### config.mk
export PLATFORM = sky130hd
export DESIGN_NAME = ctrl_step_sequencer
export DESIGN_NICKNAME = d
export VERILOG_FILES = /design/src/rtl/ctrl_step_sequencer.sv
export SDC_FILE = /design/constraint.sdc
export NUM_CORES = 1
export LEC_CHECK = 0
export CORE_ASPECT_RATIO = 0.75
export CORE_MARGIN = 4
export CORE_UTILIZATION = 52
export DETAILED_ROUTE_END_ITERATION = 8
export GPL_ROUTABILITY_DRIVEN = 0
export PLACE_DENSITY = 0.79
export SETUP_SLACK_MARGIN = 0.4
export SYNTH_ARGS = -nofsm -noshare
export SYNTH_HDL_FRONTEND = slang
export SYNTH_SLANG_ARGS = --single-unit
### constraint.sdc
create_clock -name clk -period 3.45 [get_ports clk]
set_input_delay 0.69 -clock clk [delete_from_list [all_inputs] [get_ports clk]]
set_output_delay 0.69 -clock clk [all_outputs]
set_load 0.01 [all_outputs]
### src/rtl/ctrl_step_sequencer.sv
// Fetch/execute step generator for the datapath control unit.
// It drives the fetch strobes directly and hands execute step indices to the decoder.
module ctrl_step_sequencer #(
  parameter int STEP_W        = 4,
  parameter int MEM_TIMEOUT   = 16,
  parameter int CNT_W         = 32,
  parameter int START_RUNNING = 1
) (
  input  logic              clk,
  input  logic              reset,
  input  logic              run,
  input  logic              stop,
  input  logic              mem_ready,
  input  logic [STEP_W-1:0] exec_len,
  input  logic              exec_stall,
  output logic              pc_out,
  output logic              mar_in,
  output logic              inc_pc,
  output logic              z_in,
  output logic              alu_add,
  output logic              z_low_out,
  output logic              pc_in,
  output logic              read,
  output logic              mdr_in,
  output logic              mdr_out,
  output logic              ir_in,
  output logic              exec_active,
  output logic [STEP_W-1:0] exec_step,
  output logic              running,
  output logic              mem_timeout,
  output logic [CNT_W-1:0]  instr_count
);

  typedef enum logic [2:0] {
    S_HALT,
    S_F0,
    S_F1,
    S_F1W,
    S_F2,
    S_EXEC
  } state_t;

  localparam int     WAIT_W      = $clog2(MEM_TIMEOUT);
  localparam state_t RESET_STATE = (START_RUNNING != 0) ? S_F0 : S_HALT;

  state_t              state_q, state_d;
  logic [STEP_W-1:0]   exec_step_q, exec_step_d;
  logic [STEP_W-1:0]   len_q, len_d;
  logic                len_valid_q, len_valid_d;
  logic [WAIT_W-1:0]   wait_cnt_q, wait_cnt_d;
  logic [CNT_W-1:0]    instr_count_q, instr_count_d;
  logic                mem_timeout_q, mem_timeout_d;
  logic                stop_pending_q, stop_pending_d;
  logic [STEP_W-1:0]   eff_len;

  always_ff @(posedge clk) begin
    if (reset) begin
      state_q        <= RESET_STATE;
      exec_step_q    <= '0;
      len_q          <= '0;
      len_valid_q    <= 1'b0;
      wait_cnt_q     <= '0;
      instr_count_q  <= '0;
      mem_timeout_q  <= 1'b0;
      stop_pending_q <= 1'b0;
    end else begin
      state_q        <= state_d;
      exec_step_q    <= exec_step_d;
      len_q          <= len_d;
      len_valid_q    <= len_valid_d;
      wait_cnt_q     <= wait_cnt_d;
      instr_count_q  <= instr_count_d;
      mem_timeout_q  <= mem_timeout_d;
      stop_pending_q <= stop_pending_d;
    end
  end

  // Length is taken live on the first EXEC cycle, then frozen until the next F2.
  always_comb begin
    state_d       = state_q;
    exec_step_d   = exec_step_q;
    len_d         = len_q;
    len_valid_d   = len_valid_q;
    wait_cnt_d    = wait_cnt_q;
    instr_count_d = instr_count_q;
    mem_timeout_d = mem_timeout_q;
    eff_len       = len_valid_q ? len_q
                  : ((exec_len == '0) ? STEP_W'(1) : exec_len);
    case (state_q)
      S_HALT: begin
        if (run) begin
          state_d       = S_F0;
          mem_timeout_d = 1'b0;
        end
      end
      S_F0: begin
        state_d    = S_F1;
        wait_cnt_d = '0;
      end
      S_F1, S_F1W: begin
        if (mem_ready) begin
          state_d = S_F2;
        end else if (wait_cnt_q == WAIT_W'(MEM_TIMEOUT - 1)) begin
          state_d       = S_HALT;
          mem_timeout_d = 1'b1;
        end else begin
          state_d    = S_F1W;
          wait_cnt_d = wait_cnt_q + WAIT_W'(1);
        end
      end
      S_F2: begin
        state_d     = S_EXEC;
        exec_step_d = '0;
        len_valid_d = 1'b0;
      end
      S_EXEC: begin
        len_d       = eff_len;
        len_valid_d = 1'b1;
        if (!exec_stall) begin
          if (exec_step_q == eff_len - STEP_W'(1)) begin
            exec_step_d   = '0;
            instr_count_d = instr_count_q + CNT_W'(1);
            state_d       = (stop || stop_pending_q) ? S_HALT : S_F0;
          end else begin
            exec_step_d = exec_step_q + STEP_W'(1);
          end
        end
      end
      default: state_d = S_HALT;
    endcase
    stop_pending_d = ((state_q == S_HALT) || (state_d == S_HALT)) ? 1'b0
                   : (stop_pending_q | stop);
  end

  // Strobes stay quiet while reset is held so the datapath sees no fetch until release.
  always_comb begin
    pc_out    = 1'b0;
    mar_in    = 1'b0;
    inc_pc    = 1'b0;
    z_in      = 1'b0;
    alu_add   = 1'b0;
    z_low_out = 1'b0;
    pc_in     = 1'b0;
    read      = 1'b0;
    mdr_in    = 1'b0;
    mdr_out   = 1'b0;
    ir_in     = 1'b0;
    if (!reset) begin
      case (state_q)
        S_F0: begin
          pc_out  = 1'b1;
          mar_in  = 1'b1;
          inc_pc  = 1'b1;
          z_in    = 1'b1;
          alu_add = 1'b1;
        end
        S_F1: begin
          z_low_out = 1'b1;
          pc_in     = 1'b1;
          read      = 1'b1;
          mdr_in    = 1'b1;
        end
        S_F1W: begin
          read   = 1'b1;
          mdr_in = 1'b1;
        end
        S_F2: begin
          mdr_out = 1'b1;
          ir_in   = 1'b1;
        end
        default: ;
      endcase
    end
    exec_active = (state_q == S_EXEC);
    running     = (state_q != S_HALT);
  end

  assign exec_step   = exec_step_q;
  assign mem_timeout = mem_timeout_q;
  assign instr_count = instr_count_q;

endmodule

**Run 1: metal 1**

Cells faint in the background.
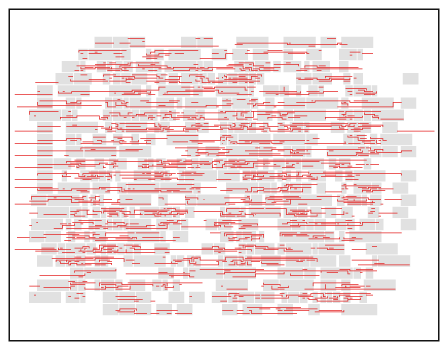
- longest straight run: 24.4 um
- wire length on this layer: 3,670 um
Detailed Route WL: 7600 um
via count: 2,893

**Run 1: met2 routing**

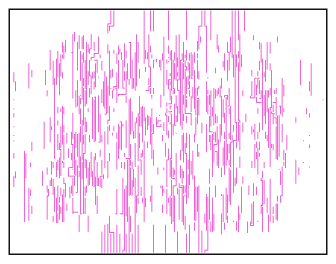
- share of all routed wire: 46%
- longest straight run: 33.9 um
- main direction: vertical
- wire length on this layer: 3,470 um
- nets with wire on the layer: 369
GR met2 Demand/Resource: 34.5%

**Run 1: signal wires on met3**

Cells faint in the background.
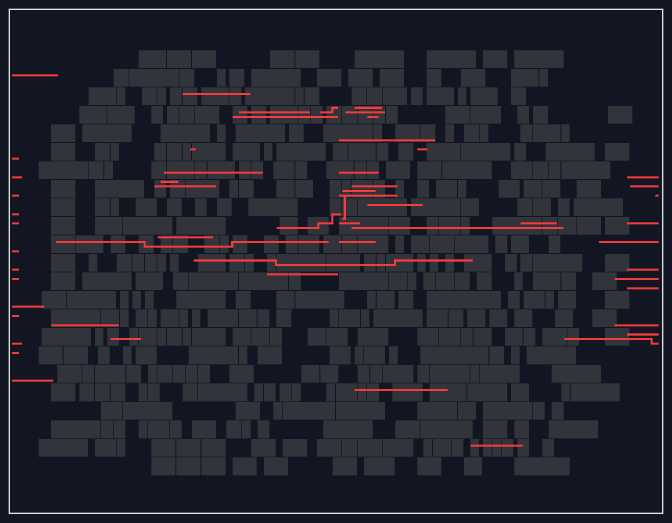
- wire length on this layer: 402 um
- main direction: horizontal
- longest straight run: 30.8 um
- share of all routed wire: 5.3%
- nets with wire on the layer: 47
met3 Use GR: 4.09%

==> flow_metrics.env, run 1 <==
# physical design summary
export IMPL_io_pins=60
export IMPL_place_hpwl_um=5450
export IMPL_top_area_cell_class="logic gates"
export IMPL_nNetsFinal=431
export IMPL_nClkBuffers=6
export IMPL_grt_total_usage_pct=22.3
export IMPL_routed_top_layer="met4"
export IMPL_drive_gt1_share_pct=12.5
export IMPL_simple_gate_share_pct=30.9
export IMPL_use_met1_pct=32.1
export IMPL_powerComb_mw=0.231
export IMPL_r2r_end="instr_count[29]"
export IMPL_drtAntennaViolNets=0
export IMPL_ys_seq_share_pct=33.3
export IMPL_place_area_um2=3650
export IMPL_core_um2=5470
export IMPL_busiest_layer="met2"
export IMPL_drt_iter0_markers=176
export IMPL_grt_pass1_wl_um=12600
export IMPL_hold_viol_final=0
export IMPL_path_buffers=1
export IMPL_cp_depth=10
export IMPL_p_sw_mw=0.352
export IMPL_muxShareOfSynthArea_pct=8.90
export IMPL_status="finished clean"
export IMPL_fin_util_pct=69.4
export IMPL_largest_reg_flops=32
export IMPL_top_cells_by_count="dfxtp_1 (50), nor2_1 (44), a21oi_1 (36), nor2b_1 (22), clkbuf_1 (19)"
export IMPL_grt_overflow_total=0
export IMPL_largest_area_cell="dfxtp_1"
export IMPL_rows=23
export IMPL_floorplan_nets=385
export IMPL_cts_sinks=50
export IMPL_cp_arrival_ps=3040
export IMPL_instances_no_fill=492
export IMPL_maxCapViolCount=0
export IMPL_worstPathRequired_ps=3650
export IMPL_r2r_slack_ps=620
export IMPL_wl_met3_um=402
export IMPL_edf_count=0
export IMPL_p_seq_mw=0.610
export IMPL_die_area_um2=7080
export IMPL_cts_tree="done"
export IMPL_buffers=72
export IMPL_setup_worst_path_start="exec_len[1]"
export IMPL_yosysWarnings=0
export IMPL_post_cts_buffers=0
export IMPL_final_common_cell="clkdlybuf4s50_1"
export IMPL_power_density_nw_per_um2=336
export IMPL_clkPwrFrac_pct=33.9
export IMPL_fin_crit_ps=2840
export IMPL_avgRoutedWirePerCell_um=15.4
export IMPL_slew_limit_headroom_pct=57.6
export IMPL_fillerInstances=456
export IMPL_synth_most_common_cell="dfxtp_1"
export IMPL_top_power_group="registers"
export IMPL_endpoint_kind="flip-flop"
export IMPL_drt_met1_wl_um=3670
export IMPL_warnings=26
export IMPL_comb_share_pct=49.0
export IMPL_hold_path_class="reg -> reg"
export IMPL_slew_viol_final=0
export IMPL_setup_tns_final_ps=0
export IMPL_fp_util_pct=55.0
export IMPL_numSynthFlops=50
export IMPL_max_stage_delay_ps=580
export IMPL_yosys_area_share_aoi_pct=16.3
export IMPL_combinationalPowerShare_pct=18.1
export IMPL_synthCells=371
export IMPL_leakage_nw=1.37
export IMPL_dieWidth_um=95.8
export IMPL_ys_sh_adder_pct=1.66
export IMPL_reg2reg_depth=8
export IMPL_vdd_drop_max_mv=0.207
export IMPL_yosys_area_share_xor_xnor_pct=2.29
export IMPL_flops=50
export IMPL_grt_pass1_vias=2705
export IMPL_cp_slowest_cell="or4_4"
export IMPL_ff_type="dfxtp_1"
export IMPL_cp_endpoint="instr_count[29]"
export IMPL_synth_distinct_cells=49
export IMPL_antenna_found_initial=0
export IMPL_holdCritStartpoint="instr_count[14]"
export IMPL_synthArstFlopShare_pct=0
export IMPL_cpMostUsedCell="xnor2_2"
export IMPL_pre_cts_ws_ps=-18.0
export IMPL_cts_resized=1
export IMPL_crit_path_start_kind="primary input"
export IMPL_stdcell_area_um2=3790
export IMPL_power_mw=1.27
export IMPL_period_used_pct=82.3
export IMPL_pwr_share_seq_pct=48.0
export IMPL_die_height_um=73.9
export IMPL_grt_max_degree=67
export IMPL_seq_share_pct=26.4
export IMPL_viasPerCell=5.88
export IMPL_switching_share_pct=27.7
export IMPL_dpl_cell_count=483
export IMPL_setup_slack_ps=610
export IMPL_buf_share_pct=18.3
export IMPL_fmaxAchievable_mhz=352
export IMPL_nWellTaps=75
export IMPL_n_all_inverters=9
export IMPL_synthDominantCellAreaShare_pct=33.3
export IMPL_fin_skew_ps=6.48
export IMPL_cts_buffers=5
export IMPL_setup_viol=0
export IMPL_synth_stat_cells=371
export IMPL_tightest_slew_ps=635
export IMPL_path_delay_family="simple AND/OR/NAND/NOR gates"
export IMPL_logic_area_um2=1860
export IMPL_io_buffers=59
## Run 2: what changed since run 1
==> constraint.sdc (replaced) <==
create_clock -name clk -period 3 [get_ports clk]
set_input_delay 0.6 -clock clk [delete_from_list [all_inputs] [get_ports clk]]
set_output_delay 0.6 -clock clk [all_outputs]
set_load 0.01 [all_outputs]
**Run 2: metal 1**

Cells faint in the background.
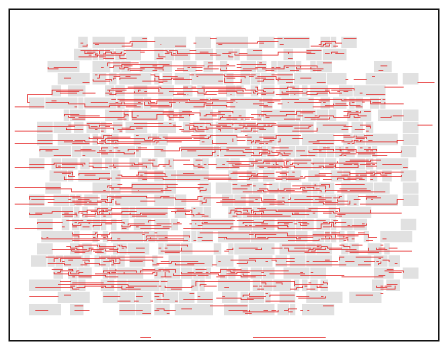
Detailed Route WL: 8180 um
grt met1 use: 33.6%
via count: 3,040

**Run 2: where the registers sit**

Bar = 20 um.
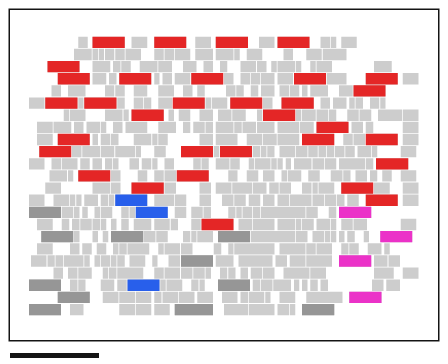
- `state_q`: blue (flops 3)
- `exec_step`: magenta (flops 4; where south-east)
- `instr_count`: red (flops 32)
- not colored: 11
Seq. pwr: 0.696 mW
Register Area: 1000 um^2
post-layout util: 74.0%

==> run 2 against run 1 <==
Effect of this change:
- sequential power increased by 14%
- via count increased by 5.1%
- cell count increased by 4.3%
- routed wire length increased by 7.6%
- combinational power increased by 35%
- non-clock buffer count increased by 18
- clock skew increased by 0.55 ps
- critical path type unchanged
- largest power group unchanged
==> flow_metrics.env, run 2 <==
# physical design summary
export IMPL_status="finished clean"
export IMPL_instances_no_fill=513
export IMPL_synthArstFlopShare_pct=0
export IMPL_fillerInstances=401
export IMPL_place_area_um2=3760
export IMPL_endpoint_kind="flip-flop"
export IMPL_flops=50
export IMPL_die_area_um2=7080
export IMPL_cp_endpoint="instr_count[29]"
export IMPL_io_pins=60
export IMPL_r2r_start="len_valid_q"
export IMPL_edf_count=0
export IMPL_clock_power_mw=0.428
export IMPL_combinationalPowerShare_pct=21.8
export IMPL_reg2reg_depth=9
export IMPL_holdCritStartpoint="instr_count[14]"
export IMPL_io_buffers=59
export IMPL_synth_most_common_cell="dfxtp_1"
export IMPL_place_hpwl_um=5650
export IMPL_routed_top_layer="met4"
export IMPL_viasPerCell=5.93
export IMPL_top_power_group="registers"
export IMPL_yosysWarnings=0
export IMPL_fmaxAchievable_mhz=385
export IMPL_path_buffers=2
export IMPL_synthCells=371
export IMPL_largest_area_cell="dfxtp_1"
export IMPL_met2_usage_pct=36.4
export IMPL_r2r_end="instr_count[29]"
export IMPL_busiest_layer="met2"
export IMPL_area_leaders="dfxtp_1 (33%), a21oi_1 (6.0%), mux2_2 (6.0%), nor2_1 (5.5%), nor2b_1 (4.6%)"
export IMPL_post_cts_buffers=6
export IMPL_simple_gate_share_pct=30.9
export IMPL_cts_sinks=50
export IMPL_yosys_area_share_xor_xnor_pct=2.29
export IMPL_fp_util_pct=55.0
export IMPL_die_height_um=73.9
export IMPL_drc=0
export IMPL_leakage_nw=1.43
export IMPL_yosys_area_share_aoi_pct=16.3
export IMPL_wl_met3_um=566
export IMPL_hold_viol_final=0
export IMPL_stdcell_area_um2=4050
export IMPL_fin_skew_ps=7.03
export IMPL_antenna_found_initial=1
export IMPL_max_stage_delay_ps=580
export IMPL_buf_share_pct=20.4
export IMPL_core_um2=5470
export IMPL_synthDominantCellAreaShare_pct=33.3
export IMPL_crit_chain="clkdlybuf4s50_1 -> and4bb_2 -> nand4_1 -> buf_4 -> or4_4 -> a211oi_2 -> mux2_1"
export IMPL_largest_reg_flops=32
export IMPL_nWellTaps=75
export IMPL_crit_path_start_kind="primary input"
export IMPL_grt_overflow_total=0
export IMPL_rows=23
export IMPL_ff_type="dfxtp_1"
export IMPL_cp_arrival_ps=2800
export IMPL_whs_endpoint="instr_count[14]"
export IMPL_tightest_slew_ps=518
export IMPL_top_area_cell_class="logic gates"
export IMPL_drt_iter0_markers=208
export IMPL_slew_limit_headroom_pct=65.5
export IMPL_n_antenna_cell=1
export IMPL_hold_path_class="reg -> reg"
export IMPL_final_common_cell="clkdlybuf4s50_1"
export IMPL_criticalPathCategory="in -> reg"
export IMPL_clkPwrFrac_pct=29.8
export IMPL_path_delay_family="simple AND/OR/NAND/NOR gates"
export IMPL_cts_tree="done"
export IMPL_buffers=90
export IMPL_n_all_inverters=9
export IMPL_drt_met1_wl_um=3760
export IMPL_setup_worst_path_start="exec_stall"
export IMPL_worstPathRequired_ps=3200
export IMPL_switching_share_pct=30.1
export IMPL_dieWidth_um=95.8
export IMPL_cts_resized=25
export IMPL_p_sw_mw=0.433
export IMPL_cts_buffers=5
export IMPL_grt_pass1_wl_um=13300
export IMPL_floorplan_nets=385
export IMPL_numSynthFlops=50
export IMPL_dpl_cell_count=496
export IMPL_period_used_pct=86.6
export IMPL_fin_crit_ps=2600
export IMPL_setup_slack_ps=402
export IMPL_nNetsFinal=450
export IMPL_muxShareOfSynthArea_pct=8.90
export IMPL_grt_max_degree=51
export IMPL_ys_seq_share_pct=33.3
export IMPL_slew_viol_final=0
export IMPL_synth_distinct_cells=49
export IMPL_ys_chip_area_um2=3010
export IMPL_grt_total_usage_pct=23.8
export IMPL_avgRoutedWirePerCell_um=15.9
export IMPL_warnings=29
export IMPL_nClkBuffers=6
export IMPL_power_mw=1.44
export IMPL_maxCapViolCount=0
export IMPL_ys_sh_adder_pct=1.66
export IMPL_drive_gt1_share_pct=22.2
export IMPL_powerComb_mw=0.313
export IMPL_seq_share_pct=24.8
export IMPL_top_cells_by_count="dfxtp_1 (50), nor2_1 (44), a21oi_1 (36), nor2b_1 (22), clkbuf_1 (19)"
export IMPL_pwr_share_seq_pct=48.5
export IMPL_setup_viol=0
export IMPL_grt_pass1_vias=2807
export IMPL_logic_area_um2=1990
export IMPL_comb_share_pct=49.2
export IMPL_cp_depth=7
export IMPL_r2r_slack_ps=460
export IMPL_setup_tns_final_ps=0
export IMPL_power_density_nw_per_um2=355
export IMPL_synth_stat_cells=371
export IMPL_cp_slowest_cell="or4_4"
**Run 2: signal wires on met3**

Cells faint in the background.
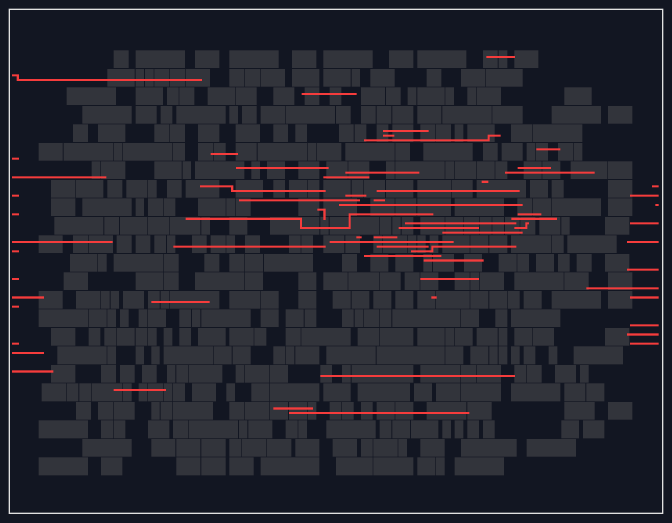
met3 Use GR: 5.53%

## Run 3: what changed since run 2
--- a/config.mk
+++ b/config.mk
@@ -11,7 +11,6 @@
 export DETAILED_ROUTE_END_ITERATION = 8
 export GPL_ROUTABILITY_DRIVEN = 0
 export PLACE_DENSITY = 0.79
-export SETUP_SLACK_MARGIN = 0.4
 export SYNTH_ARGS = -nofsm -noshare
 export SYNTH_HDL_FRONTEND = slang
 export SYNTH_SLANG_ARGS = --single-unit
**Run 3: where the registers sit**

Bar = 20 um.
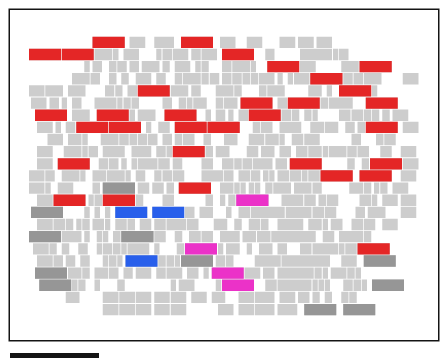
- `exec_step`: magenta (flops 4; where south)
- `state_q`: blue (flops 3)
- `instr_count`: red (flops 32)
- not colored: 11
Register Area: 1000 um^2
Seq. pwr: 0.701 mW

**Run 3: metal 1**

Cells faint in the background.
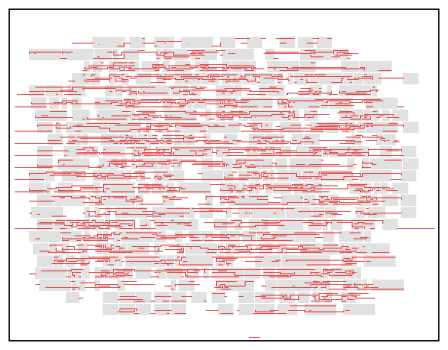
via count: 2,942
Detailed Route WL: 7920 um

==> run 3 against run 2 <==
Effect of this change:
- via count decreased by 3.2%
- setup slack lost 270 ps
- critical path depth rose by 2
- non-clock buffer count is 2 lower
- clock-buffer cell count is the same
- final area is 2.0% lower
- sequential power up 0.7%
- first-iteration DRC count rose by 21%
- synthesized cell count unchanged
==> flow_metrics.env, run 3 <==
# physical design summary
export IMPL_status="finished clean"
export IMPL_place_hpwl_um=5660
export IMPL_drtAntennaViolNets=0
export IMPL_cp_arrival_ps=3070
export IMPL_logic_area_um2=1910
export IMPL_cts_resized=2
export IMPL_cpMostUsedCell="xnor2_2"
export IMPL_ys_seq_share_pct=33.3
export IMPL_n_all_inverters=9
export IMPL_n_antenna_cell=0
export IMPL_synthCells=371
export IMPL_io_buffers=59
export IMPL_flops=50
export IMPL_wl_met3_um=337
export IMPL_stdcell_area_um2=3960
export IMPL_seq_share_pct=25.3
export IMPL_powerComb_mw=0.307
export IMPL_cts_sinks=50
export IMPL_cp_endpoint="instr_count[29]"
export IMPL_clock_power_mw=0.500
export IMPL_reg2reg_depth=9
export IMPL_fp_util_pct=55.0
export IMPL_place_area_um2=3780
export IMPL_numSynthFlops=50
export IMPL_muxShareOfSynthArea_pct=8.90
export IMPL_yosys_area_share_xor_xnor_pct=2.29
export IMPL_grt_overflow_total=0
export IMPL_core_um2=5470
export IMPL_combinationalPowerShare_pct=20.3
export IMPL_buf_share_pct=20.5
export IMPL_largest_reg_flops=32
export IMPL_power_mw=1.51
export IMPL_viasPerCell=5.79
export IMPL_busiest_layer="met2"
export IMPL_routed_top_layer="met4"
export IMPL_top_area_cell_class="logic gates"
export IMPL_r2r_start="len_valid_q"
export IMPL_area_leaders="dfxtp_1 (33%), a21oi_1 (6.0%), mux2_2 (6.0%), nor2_1 (5.5%), nor2b_1 (4.6%)"
export IMPL_floorplan_nets=385
export IMPL_grt_pass1_vias=2683
export IMPL_die_height_um=73.9
export IMPL_max_stage_delay_ps=500
export IMPL_largest_area_cell="dfxtp_1"
export IMPL_drc=0
export IMPL_maxCapViolCount=0
export IMPL_crit_path_start_kind="primary input"
export IMPL_nNetsFinal=447
export IMPL_grt_pass1_wl_um=13100
export IMPL_edf_count=0
export IMPL_fin_util_pct=72.5
export IMPL_dpl_cell_count=500
export IMPL_nClkBuffers=6
export IMPL_fin_crit_ps=2860
export IMPL_ff_type="dfxtp_1"
export IMPL_synth_most_common_cell="dfxtp_1"
export IMPL_top_power_group="registers"
export IMPL_r2r_end="instr_count[29]"
export IMPL_ys_sh_adder_pct=1.66
export IMPL_synth_distinct_cells=49
export IMPL_r2r_slack_ps=220
export IMPL_yosys_area_share_aoi_pct=16.3
export IMPL_leakage_nw=1.44
export IMPL_power_density_nw_per_um2=381
export IMPL_simple_gate_share_pct=30.9
export IMPL_met2_usage_pct=36.1
export IMPL_fillerInstances=426
export IMPL_fin_skew_ps=8.76
export IMPL_p_sw_mw=0.422
export IMPL_setup_worst_path_start="exec_len[0]"
export IMPL_path_buffers=1
export IMPL_cp_slowest_cell="or4_4"
export IMPL_pre_cts_ws_ps=-379
export IMPL_final_common_cell="clkdlybuf4s50_1"
export IMPL_drive_gt1_share_pct=17.1
export IMPL_period_used_pct=95.5
export IMPL_yosysWarnings=0
export IMPL_tightest_slew_ps=523
export IMPL_use_met1_pct=34.2
export IMPL_vdd_drop_max_mv=0.250
export IMPL_rows=23
export IMPL_io_pins=60
export IMPL_setup_tns_final_ps=0
export IMPL_buffers=88
export IMPL_cts_tree="done"
export IMPL_dieWidth_um=95.8
export IMPL_slew_limit_headroom_pct=65.1
export IMPL_cts_buffers=5
export IMPL_crit_chain="clkdlybuf4s50_1 -> o31ai_4 -> ha_2 -> xnor2_2 -> xnor2_2 -> nand4bb_4 -> or4_4 -> a211oi_4 -> mux2_4"
export IMPL_drt_met1_wl_um=3820
export IMPL_instances_no_fill=508
export IMPL_pwr_share_seq_pct=46.5
export IMPL_synthDominantCellAreaShare_pct=33.3
export IMPL_clkPwrFrac_pct=33.2
export IMPL_whs_endpoint="len_q[2]"
export IMPL_warnings=26
export IMPL_setup_viol=0
export IMPL_die_area_um2=7080
export IMPL_p_int_mw=1.09
export IMPL_holdCritStartpoint="len_q[2]"
export IMPL_comb_share_pct=48.1
export IMPL_post_cts_buffers=0
export IMPL_setup_slack_ps=136
export IMPL_hold_viol_final=0
export IMPL_top_cells_by_count="dfxtp_1 (50), nor2_1 (44), a21oi_1 (36), nor2b_1 (22), clkbuf_1 (19)"
export IMPL_synth_stat_cells=371
export IMPL_drt_iter0_markers=251
export IMPL_cp_depth=9
export IMPL_synthArstFlopShare_pct=0
export IMPL_slew_viol_final=0
export IMPL_endpoint_kind="flip-flop"
export IMPL_worstPathRequired_ps=3210
export IMPL_grt_total_usage_pct=23.4
export IMPL_avgRoutedWirePerCell_um=15.6
export IMPL_hold_path_class="reg -> reg"
export IMPL_switching_share_pct=28.0
export IMPL_grt_max_degree=54
export IMPL_path_delay_family="simple AND/OR/NAND/NOR gates"
export IMPL_criticalPathCategory="in -> reg"
**Run 3: signal wires on met3**

Cells faint in the background.
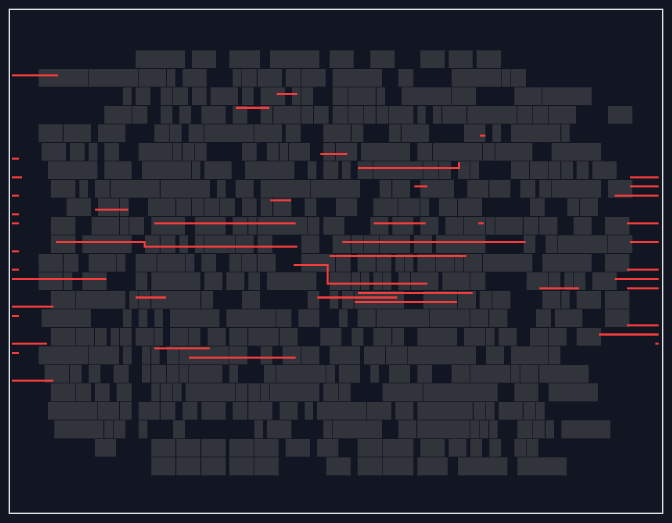
met3 Use GR: 3.79%

Power and IR drop assume default switching activity.
